<file path="src/rtl/channel_index_sequencer.sv">
// channel_index_sequencer: scans a captured channel-enable mask one bit per clock
// into a compact ascending table of enabled channel indexes, then walks it with a
// valid/ready iterator.
//
// Ports:
//   i_clk             single rising-edge clock
//   i_reset           synchronous, active-high reset
//   i_enable_mask     channel enables (bit c = channel c), sampled with i_enable_update
//   i_enable_update   1-cycle strobe: capture mask and rebuild the table
//   o_busy            table rebuild in progress
//   o_map_valid       table/count valid for the captured mask
//   o_enabled_count   number of enabled channels in the captured mask
//   o_index_table     slot k at [k*IW +: IW] = k-th enabled channel, unused slots 0
//   o_iter_index      current iterator index
//   o_iter_valid      iterator output valid
//   i_iter_ready      consumer accepts o_iter_index on o_iter_valid && i_iter_ready
//   o_iter_last       current index is the last enabled channel before wrap
module channel_index_sequencer #(
    parameter int NUM_CHANNELS = 8,
    localparam int IW = $clog2(NUM_CHANNELS),
    localparam int CW = $clog2(NUM_CHANNELS + 1)
) (
    input  logic                       i_clk,
    input  logic                       i_reset,
    input  logic [NUM_CHANNELS-1:0]    i_enable_mask,
    input  logic                       i_enable_update,
    output logic                       o_busy,
    output logic                       o_map_valid,
    output logic [CW-1:0]              o_enabled_count,
    output logic [NUM_CHANNELS*IW-1:0] o_index_table,
    output logic [IW-1:0]              o_iter_index,
    output logic                       o_iter_valid,
    input  logic                       i_iter_ready,
    output logic                       o_iter_last
);

    typedef enum logic [1:0] {
        S_IDLE,
        S_SCAN,
        S_READY
    } state_t;

    localparam logic [IW-1:0] LAST_PTR = IW'(NUM_CHANNELS - 1);

    state_t                  r_state;
    logic [NUM_CHANNELS-1:0] r_mask;
    logic [IW-1:0]           r_ptr;
    logic [CW-1:0]           r_count;
    logic [IW-1:0]           r_tab [NUM_CHANNELS];
    logic [IW-1:0]           r_slot;
    logic                    r_busy;
    logic                    r_map_valid;
    logic [IW-1:0]           r_iter_index;
    logic                    r_iter_valid;
    logic                    r_iter_last;

    logic                    w_accept;
    logic                    w_nonempty;
    logic                    w_slot_is_last;
    logic [IW-1:0]           w_slot_next;
    logic [CW-1:0]           w_last_slot;
    logic [NUM_CHANNELS*IW-1:0] w_table;

    // Iterator bookkeeping: the slot advances on an accepted transfer and
    // wraps to 0 after the last enabled entry.
    always_comb begin
        w_accept       = r_iter_valid && i_iter_ready;
        w_nonempty     = (r_count != '0);
        w_last_slot    = r_count - CW'(1);
        w_slot_is_last = (CW'(r_slot) == w_last_slot);
        w_slot_next    = r_slot;
        if (w_accept) begin
            if (w_slot_is_last) begin
                w_slot_next = '0;
            end else begin
                w_slot_next = r_slot + IW'(1);
            end
        end
    end

    always_comb begin
        w_table = '0;
        for (int k = 0; k < NUM_CHANNELS; k++) begin
            w_table[k*IW +: IW] = r_tab[k];
        end
    end

    always_ff @(posedge i_clk) begin
        if (i_reset) begin
            r_state      <= S_IDLE;
            r_mask       <= '0;
            r_ptr        <= '0;
            r_count      <= '0;
            r_slot       <= '0;
            r_busy       <= 1'b0;
            r_map_valid  <= 1'b0;
            r_iter_index <= '0;
            r_iter_valid <= 1'b0;
            r_iter_last  <= 1'b0;
            for (int k = 0; k < NUM_CHANNELS; k++) begin
                r_tab[k] <= '0;
            end
        end else if (i_enable_update) begin
            // A new mask restarts the scan from any state; a transfer
            // accepted on this same edge is simply complete.
            r_state      <= S_SCAN;
            r_mask       <= i_enable_mask;
            r_ptr        <= '0;
            r_count      <= '0;
            r_slot       <= '0;
            r_busy       <= 1'b1;
            r_map_valid  <= 1'b0;
            r_iter_index <= '0;
            r_iter_valid <= 1'b0;
            r_iter_last  <= 1'b0;
            for (int k = 0; k < NUM_CHANNELS; k++) begin
                r_tab[k] <= '0;
            end
        end else begin
            unique case (r_state)
                S_IDLE: begin
                end
                S_SCAN: begin
                    // r_count < NUM_CHANNELS whenever a bit is still
                    // to be appended, so its low bits address the table.
                    if (r_mask[r_ptr]) begin
                        r_tab[r_count[IW-1:0]] <= r_ptr;
                        r_count <= r_count + CW'(1);
                    end
                    if (r_ptr == LAST_PTR) begin
                        r_state     <= S_READY;
                        r_busy      <= 1'b0;
                        r_map_valid <= 1'b1;
                    end else begin
                        r_ptr <= r_ptr + IW'(1);
                    end
                end
                S_READY: begin
                    // Outputs are registered from the next slot so that
                    // o_iter_index always equals table[r_slot].
                    r_slot       <= w_slot_next;
                    r_iter_valid <= w_nonempty;
                    if (w_nonempty) begin
                        r_iter_index <= r_tab[w_slot_next];
                        r_iter_last  <= (CW'(w_slot_next) == w_last_slot);
                    end else begin
                        r_iter_index <= '0;
                        r_iter_last  <= 1'b0;
                    end
                end
                default: begin
                    r_state <= S_IDLE;
                end
            endcase
        end
    end

    assign o_busy          = r_busy;
    assign o_map_valid     = r_map_valid;
    assign o_enabled_count = r_count;
    assign o_index_table   = w_table;
    assign o_iter_index    = r_iter_index;
    assign o_iter_valid    = r_iter_valid;
    assign o_iter_last     = r_iter_last;

endmodule

</file>
<file path="config.mk">
export PLATFORM = sky130hd
export DESIGN_NAME = channel_index_sequencer
export DESIGN_NICKNAME = d
export VERILOG_FILES = /design/src/rtl/channel_index_sequencer.sv
export SDC_FILE = /design/constraint.sdc
export NUM_CORES = 1
export LEC_CHECK = 0
export CAP_MARGIN = 20
export CORE_UTILIZATION = 45
export DETAILED_ROUTE_END_ITERATION = 8
export PLACE_DENSITY = 0.7
export SLEW_MARGIN = 20
export SYNTH_ARGS = -nofsm -noshare
export SYNTH_HDL_FRONTEND = slang
export SYNTH_SLANG_ARGS = --single-unit
</file>
<file path="constraint.sdc">
create_clock -name i_clk -period 3.8 [get_ports i_clk]
set_input_delay 0.38 -clock i_clk [delete_from_list [all_inputs] [get_ports i_clk]]
set_output_delay 0.38 -clock i_clk [all_outputs]
set_load 0.05 [all_outputs]
</file>
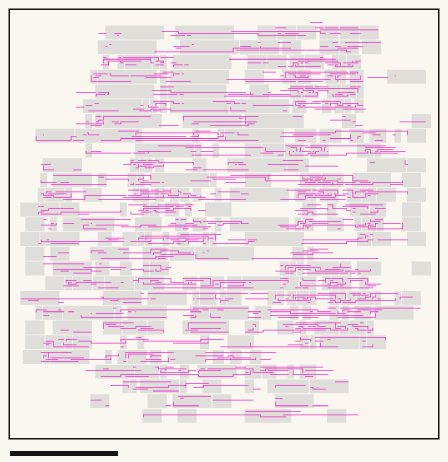
(met1 routing)
The bar under the picture is 20 microns long. Cells faint in the background.
nets with wire on the layer: 278
wire length on this layer: 2850 microns
share of all routed wire: 46%

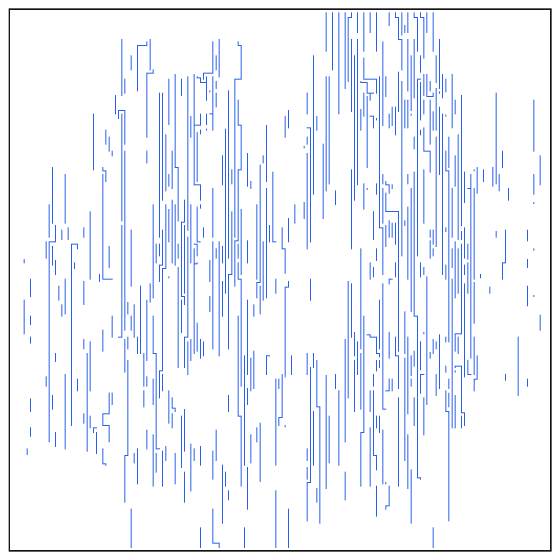
(signal wires on met2)
longest straight run: 29.2 microns
main direction: vertical
share of all routed wire: 47%
nets with wire on the layer: 277
wire length on this layer: 2890 microns

==> flow_metrics.py <==
# Synthesis and PnR figures
metrics = {
    "finish": {
        "finalInstanceArea_sq_mm": 0.00324,
        "regMostFlops": "r_tab",
        "fin_nets": 320,
    },
    "sta": {
        "finalMaxSlewViolations": 0,
        "worst_pin_slew_ps": 827,
        "fin_crit_ps": 2530,
        "hold_viol": 0,
        "period_used_share": 0.665,
    },
    "synth": {
        "enable_flop_cells": 24,
        "ys_sh_xor": 0.0385,
        "synthTopLogicFamily": "simple AND/OR/NAND/NOR gates",
        "yosys.area_share.aoi": 0.141,
    },
    "power_and_ir_drop": {
        "switchingPower_uw": 290,
        "pg_comb_uw": 129,
        "powerClk_uw": 326,
    },
    "worst_hold_path": {
        "hold_start": "o_iter_last$_SDFFE_PP0N_",
    },
    "outcome": {
        "outcome": "finished, final reports clean",
    },
    "critical_path": {
        "path_buffers": 1,
        "critPathLaunch": "o_enabled_count[0]$_SDFFE_PP0N_",
        "ff2ff_path_depth": 7,
        "critical_path_class": "reg2reg",
    },
    "floorplan": {
        "fp.coreArea_sq_mm": 0.00561,
    },
    "grt": {
        "grt_antenna_before_repair": 0,
    },
    "clock_network": {
        "cts_max_level": 2,
    },
    "route": {
        "wire_per_inst_microns": 16.4,
    },
}
## layout make-up
class,count,area (sq um),area share
Inverter,3,11.3,0.00347
Tap cell,72,90.1,0.0278
Clock buffer,5,68.8,0.0212
Clock inverter,3,23.8,0.00733
Multi-Input combinational cell,195,1320,0.407
Sequential cell,51,1260,0.389
Timing Repair Buffer,47,468,0.144
## per-layer routing
metal | part of all wire | wire length (microns) | global-route usage
met4 | 0.019 | 118 | 0.0855
met1 | 0.46 | 2850 | 0.299
met3 | 0.051 | 317 | 0.0299
met5 | 0 | 0 | 0
met2 | 0.47 | 2890 | 0.355
